<file path="src/rtl/pulse_demodulator.sv">
// pulse_demodulator
//
// Recovers 5-bit messages from a single-wire PWM or PPM slot-modulated line.
// A frame is 34 slots of SLOT_CYCLES clocks. The line is resynchronised,
// then sampled once per slot at the slot midpoint, and a small FSM decides
// the message value or flags a malformed frame.
//
// Ports:
//   clk    in   system clock, rising edge
//   rst_n  in   asynchronous active-low reset
//   In     in   modulated serial line (asynchronous to clk)
//   Mode   in   0 = PWM, 1 = PPM; only looked at on the frame-start cycle
//   Msg    out  [4:0] last decoded message, changes only with Valid
//   Valid  out  one-cycle strobe, Msg updated on the same cycle
//   Err    out  one-cycle strobe for a malformed frame, Msg untouched
//   Busy   out  high while a frame is being decoded
//
// Handshake: Valid and Err are push-only strobes with no ready/back-pressure;
// each is high for exactly one cycle, they never coincide, and the consumer
// must capture Msg on the Valid cycle (it then holds until the next Valid).
module pulse_demodulator #(
  parameter int SLOT_CYCLES = 16
) (
  input  logic       clk,
  input  logic       rst_n,
  input  logic       In,
  input  logic       Mode,
  output logic [4:0] Msg,
  output logic       Valid,
  output logic       Err,
  output logic       Busy
);

  localparam int CW = (SLOT_CYCLES > 2) ? $clog2(SLOT_CYCLES) : 1;
  localparam logic [CW-1:0] CNT_LAST = CW'(SLOT_CYCLES - 1);
  localparam logic [CW-1:0] CNT_MID  = CW'(SLOT_CYCLES / 2);

  typedef enum logic [1:0] {
    S_IDLE     = 2'd0,
    S_PWM_HIGH = 2'd1,
    S_PPM_GAP  = 2'd2,
    S_PPM_DATA = 2'd3
  } state_e;

  state_e          state_q, state_d;
  logic            sync1_q, sync2_q, prev_q;
  logic [1:0]      fill_q;
  logic            armed_q, armed_d;
  logic [CW-1:0]   cnt_q, cnt_d;
  logic [5:0]      slot_q, slot_d;
  logic [4:0]      msg_q, msg_d;
  logic            valid_q, valid_d;
  logic            err_q, err_d;

  logic            rise;
  logic            start;
  logic            sample_tick;
  logic            done_ok;
  logic            done_err;
  logic [4:0]      dec_msg;

  assign rise        = sync2_q & ~prev_q;
  assign start       = (state_q == S_IDLE) && armed_q && rise;
  assign sample_tick = (state_q != S_IDLE) && (cnt_q == CNT_MID);

  // Synchronizer, edge-detect history and a fill marker. The synchronizer
  // resets to 0, so its first two post-reset outputs are not real line
  // samples; fill_q keeps those from arming the receiver, which would
  // otherwise let a line held high through reset start a bogus frame.
  always_ff @(posedge clk or negedge rst_n) begin
    if (!rst_n) begin
      sync1_q <= 1'b0;
      sync2_q <= 1'b0;
      prev_q  <= 1'b0;
      fill_q  <= 2'b00;
    end else begin
      sync1_q <= In;
      sync2_q <= sync1_q;
      prev_q  <= sync2_q;
      fill_q  <= {fill_q[0], 1'b1};
    end
  end

  // State register plus the registered datapath.
  always_ff @(posedge clk or negedge rst_n) begin
    if (!rst_n) begin
      state_q <= S_IDLE;
      armed_q <= 1'b0;
      cnt_q   <= '0;
      slot_q  <= '0;
      msg_q   <= '0;
      valid_q <= 1'b0;
      err_q   <= 1'b0;
    end else begin
      state_q <= state_d;
      armed_q <= armed_d;
      cnt_q   <= cnt_d;
      slot_q  <= slot_d;
      msg_q   <= msg_d;
      valid_q <= valid_d;
      err_q   <= err_d;
    end
  end

  // Next-state logic. Decisions are only taken on the mid-slot sample tick,
  // so line edges anywhere else in a slot have no effect.
  always_comb begin
    state_d  = state_q;
    done_ok  = 1'b0;
    done_err = 1'b0;
    dec_msg  = '0;
    unique case (state_q)
      S_IDLE: begin
        if (start) state_d = Mode ? S_PPM_GAP : S_PWM_HIGH;
      end
      S_PWM_HIGH: begin
        if (sample_tick) begin
          if (!sync2_q) begin
            // A low slot 0 would mean the pulse vanished before its first
            // sample: no valid width, treat as malformed.
            if (slot_q == 6'd0) begin
              done_err = 1'b1;
            end else begin
              done_ok = 1'b1;
              dec_msg = 5'(slot_q - 6'd1);
            end
          end else if (slot_q == 6'd32) begin
            done_err = 1'b1;
          end
        end
      end
      S_PPM_GAP: begin
        // Slot 0 holds the sync pulse and is not checked.
        if (sample_tick && (slot_q == 6'd1)) begin
          if (sync2_q) done_err = 1'b1;
          else         state_d  = S_PPM_DATA;
        end
      end
      S_PPM_DATA: begin
        if (sample_tick) begin
          if (sync2_q) begin
            done_ok = 1'b1;
            dec_msg = 5'(slot_q - 6'd2);
          end else if (slot_q == 6'd33) begin
            done_err = 1'b1;
          end
        end
      end
      default: state_d = S_IDLE;
    endcase
    if (done_ok || done_err) state_d = S_IDLE;
  end

  // Output / datapath logic. The counter is 1 on the cycle after the start
  // cycle, so the start cycle itself counts as cycle 0 of slot 0 and slot k
  // is sampled SLOT_CYCLES/2 cycles into it, counted from the start cycle.
  always_comb begin
    cnt_d   = cnt_q;
    slot_d  = slot_q;
    msg_d   = msg_q;
    valid_d = done_ok;
    err_d   = done_err;
    armed_d = armed_q;

    if (start) begin
      cnt_d  = CW'(1);
      slot_d = '0;
    end else if (done_ok || done_err) begin
      cnt_d  = '0;
      slot_d = '0;
    end else if (state_q != S_IDLE) begin
      if (cnt_q == CNT_LAST) begin
        cnt_d  = '0;
        slot_d = slot_q + 6'd1;
      end else begin
        cnt_d  = cnt_q + CW'(1);
      end
    end

    if (done_ok) msg_d = dec_msg;

    // Re-arming needs a genuine low sample while idle, so a line that is
    // still high after a frame ends cannot start another one.
    if (done_ok || done_err) begin
      armed_d = 1'b0;
    end else if ((state_q == S_IDLE) && fill_q[1] && !sync2_q) begin
      armed_d = 1'b1;
    end
  end

  assign Msg   = msg_q;
  assign Valid = valid_q;
  assign Err   = err_q;
  assign Busy  = (state_q != S_IDLE);

endmodule

</file>
<file path="config.mk">
export PLATFORM = sky130hd
export DESIGN_NAME = pulse_demodulator
export DESIGN_NICKNAME = d
export VERILOG_FILES = /design/src/rtl/pulse_demodulator.sv
export SDC_FILE = /design/constraint.sdc
export NUM_CORES = 1
export LEC_CHECK = 0
export ABC_AREA = 1
export CAP_MARGIN = 10
export CORE_MARGIN = 8
export CORE_UTILIZATION = 65
export CTS_BUF_LIST = sky130_fd_sc_hd__clkbuf_8
export CTS_CLUSTER_DIAMETER = 40
export DETAILED_ROUTE_END_ITERATION = 8
export PLACE_DENSITY = 0.93
export SYNTH_ARGS = -nofsm -noshare
export SYNTH_HDL_FRONTEND = slang
export SYNTH_SLANG_ARGS = --single-unit
</file>
<file path="constraint.sdc">
create_clock -name clk -period 3.75 [get_ports clk]
set_input_delay 0.75 -clock clk [delete_from_list [all_inputs] [get_ports clk]]
set_output_delay 0.75 -clock clk [all_outputs]
set_load 0.01 [all_outputs]
</file>
Met4 routing:
(6 px per um)
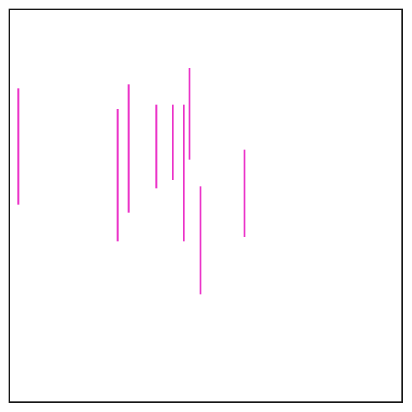
- nets with wire on the layer: 8
- share of all routed wire: 4.6%
- wire length on this layer: 157 um
vias: 1314
WL final: 3435 um

Clock nets:
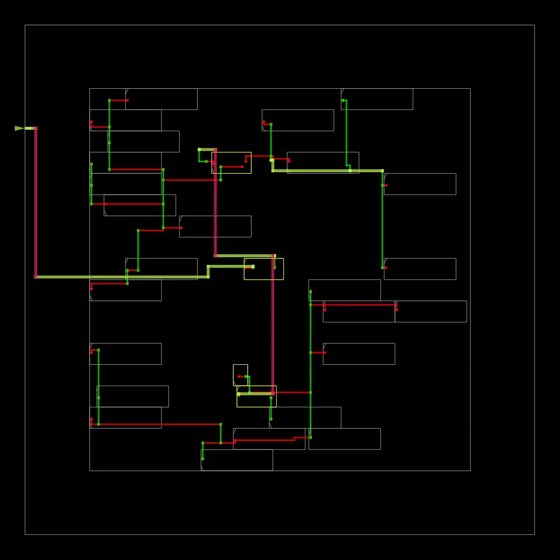
Sinks on Clock Net: 25
final setup skew: 8.752 ps
number of clock buffers inserted by TritonCTS: 3

Wiring by layer:
(4 px per um) Only two layers are drawn.
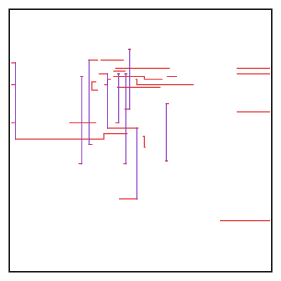
- metal 4: purple (wire length 157 um)
- metal 3: red (wire length 168 um)
Global Route Usage Sum: 0.1753
DR WL/cell: 15.40 um

==> git commit body <==
Update PnR metrics after Yosys + OpenROAD run

* Status: complete, no violations
- Setup_tns: 0 ps
* Synthesized-area fraction occupied by ao, oa, aoi and oai cells: 0.09524
- The number of nets in the synthesized netlist is 195.
- The area fraction of the largest cell type after synthesis is 0.3968.
- Count of unresolved DRC violations after routing: 0
- Gate Count Post-Synth: 182
* Post-route setup slack: 1176 ps
- Internal power comes to ~650 uW.
- Placeable core area: 2387 um^2
- Clock root cell: clkbuf_8
* Multiplexer fraction of the synthesized cell area: 0
- WP data arrival: 1820 ps
- After synthesis, the design contains around 180 cells according to Yosys.
- # setup viols final: 0
- The detail route stage leaves a number of antenna-violating nets equal to 0.
* Transition time of the tightest slew-check pin: 723.4 ps
* Static leakage: 0.0009298 uW
- GP Congestion: 0.8329
- Per the STA report, the cell with the highest stage delay on the worst path is clkdlybuf4s50_1.
* Global-route track usage on met2: 0.3001
- According to the dpl log, the detail-placed design has an HPWL of 2527 um.
* Congestion Overflow GR: 0
* Reg-to-reg slack, setup: between 1500 and 2000 ps
* Cell variety after synth: 29
- Maxcap violations: 0
- In the final layout, the share of cells above drive strength 1 is 0.1036.
- Achievable Freq: 388.5 MHz
- Before antenna repair, the detailed router went through 4 iterations.
- For this configuration, the core starts out at a cell density of 0.6604.
- The clock reaches the later pin of the worst-skew pair after around 280 ps.
- Largest area contributor in the netlist: dfrtp_1
Pin placement:
(6 px per um) Pins as bars across the die edge, other pins in gray.
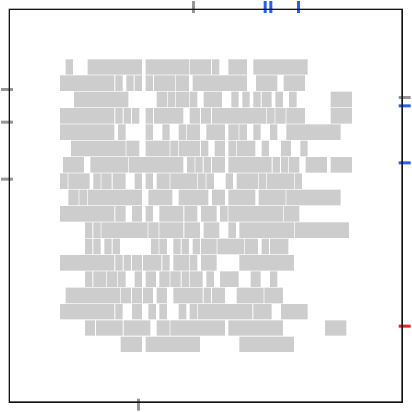
- `rst_n`: red (pins 1; direction input; edge right)
- `Msg`: blue (pins 5; direction output; edge 3 top, 2 right)
- all pins by edge: 4 top, 4 right, 3 left, 1 bottom
Die Span X: 65.25 um
count of input and output buffers: 11
vertical extent of the die: 65.25 um

Gate families picked out:
(6 px per um)
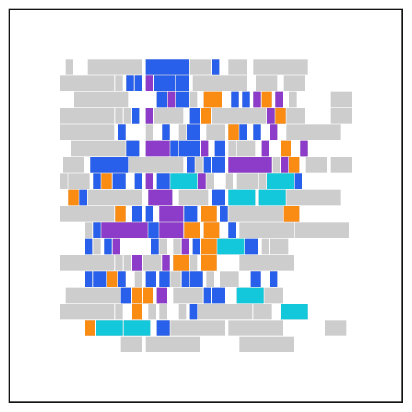
- fa/ha/maj cells: cyan (cells 9; most used ha_1)
- nand cells: blue (cells 58; most used nand2_1)
- aoi and oai cells: orange (cells 22; most used o21ai_0)
- nor cells: purple (cells 24; most used nor2_1)
multi-input gate share of total cell area: 0.4571
dominant logic cell type in the layout: nand2_1

-- sequential cells by signal (all words and copies together), names as in the netlist --
signal / count
sync1_q: 1
fill_q: 2
Msg: 5
armed_q: 1
Valid: 1
Err: 1
slot_q: 6
prev_q: 1
cnt_q: 4
sync2_q: 1
state_q: 2
-- worst max-delay path: cells and delay by family, from the launching register on --
family / cells / cell delay [ps]
buf+inv: 2 / 810
flops: 1 / 460
simple gates: 1 / 260
-- power groups by stage --
stage | clock [uW] | combinational (uW) | sequential (uW)
6_report | 166 | 588 | 423
5_1_grt | 173 | 647 | 432
4_1_cts | 164 | 583 | 422
3_5_place_dp | 0 | 571 | 427
3_3_place_gp | 0 | 535 | 420
2_1_floorplan | 0 | 400 | 422
-- metrics by stage --
step	hold slack [ps]	utilization
2_1_floorplan	331.2	-
3_3_place_gp	334.8	0.7028
3_5_place_dp	337.1	0.7028
4_1_cts	361.1	0.7222
5_1_grt	374.2	0.7327
6_report	357.6	0.7327
-- layout make-up --
| class | instances | area [um^2] |
|---|---|---|
| Clock buffer | 3 | 41.29 |
| Timing Repair Buffer | 12 | 135.1 |
| Clock inverter | 1 | 5.005 |
| Fill cell | 187 | 638.1 |
| Multi-Input combinational cell | 124 | 799.5 |
| Sequential cell | 25 | 625.6 |
| Inverter | 28 | 105.1 |
| Tap cell | 30 | 37.54 |
-- synthesized netlist by cell type, drive strengths merged --
master / number
nor2: 21
buf: 5
inv: 28
dfrtp: 25
o311ai: 1
o21ai: 9
o22a: 1
a22o: 1
nand2: 33
nand4: 12
ha: 9
nor3: 2
nor4: 1
conb: 1
xnor2: 1
nand3b: 1
o211ai: 7
a21oi: 5
nand3: 12
xor2: 7
-- cell usage in the layout (no fill, tap or decap), types with 2 or more instances in the layout --
cell	netlist	routed
xor2_1	7	7
clkbuf_8	0	3
nor3_1	2	2
nor2_1	16	16
inv_1	26	26
nand4_1	12	12
nand2_1	31	31
ha_1	9	9
nand3_1	9	9
clkdlybuf4s50_1	0	11
a21oi_1	5	5
nand2_2	2	2
nand3_2	2	2
o21ai_0	8	8
o211ai_1	7	7
nor2_4	4	4
inv_2	2	2
dfrtp_1	25	25
-- worst min path at each step --
stage | from | to | cells after the start
global route | fill_q[0]$_DFF_PN0_ | fill_q[1]$_DFF_PN0_ | 0
global placement | fill_q[0]$_DFF_PN0_ | fill_q[1]$_DFF_PN0_ | 0
CTS | fill_q[0]$_DFF_PN0_ | fill_q[1]$_DFF_PN0_ | 0
finish | fill_q[0]$_DFF_PN0_ | fill_q[1]$_DFF_PN0_ | 0
floorplan | fill_q[0]$_DFF_PN0_ | fill_q[1]$_DFF_PN0_ | 0
detailed placement | sync1_q$_DFF_PN0_ | sync2_q$_DFF_PN0_ | 0
-- kinds of logic (layout without fill, tap and decap cells) --
logic type	count (synthesis)	in the layout
adders and majority gates	9	9
buffers and inverters	33	44
and+or+nand+nor	82	82
AOI/OAI and AO/OA	24	24
xor gates and xnor gates	8	8
other	1	1
DFF	25	25
-- routing by layer --
layer / share of wire / routed length, um
met1: 0.40 / 1360
met2: 0.51 / 1750
met3: 0.049 / 168
met4: 0.046 / 157
met5: 0 / 0
Power figures rest on the tool's default switching activity, not on a simulated workload.
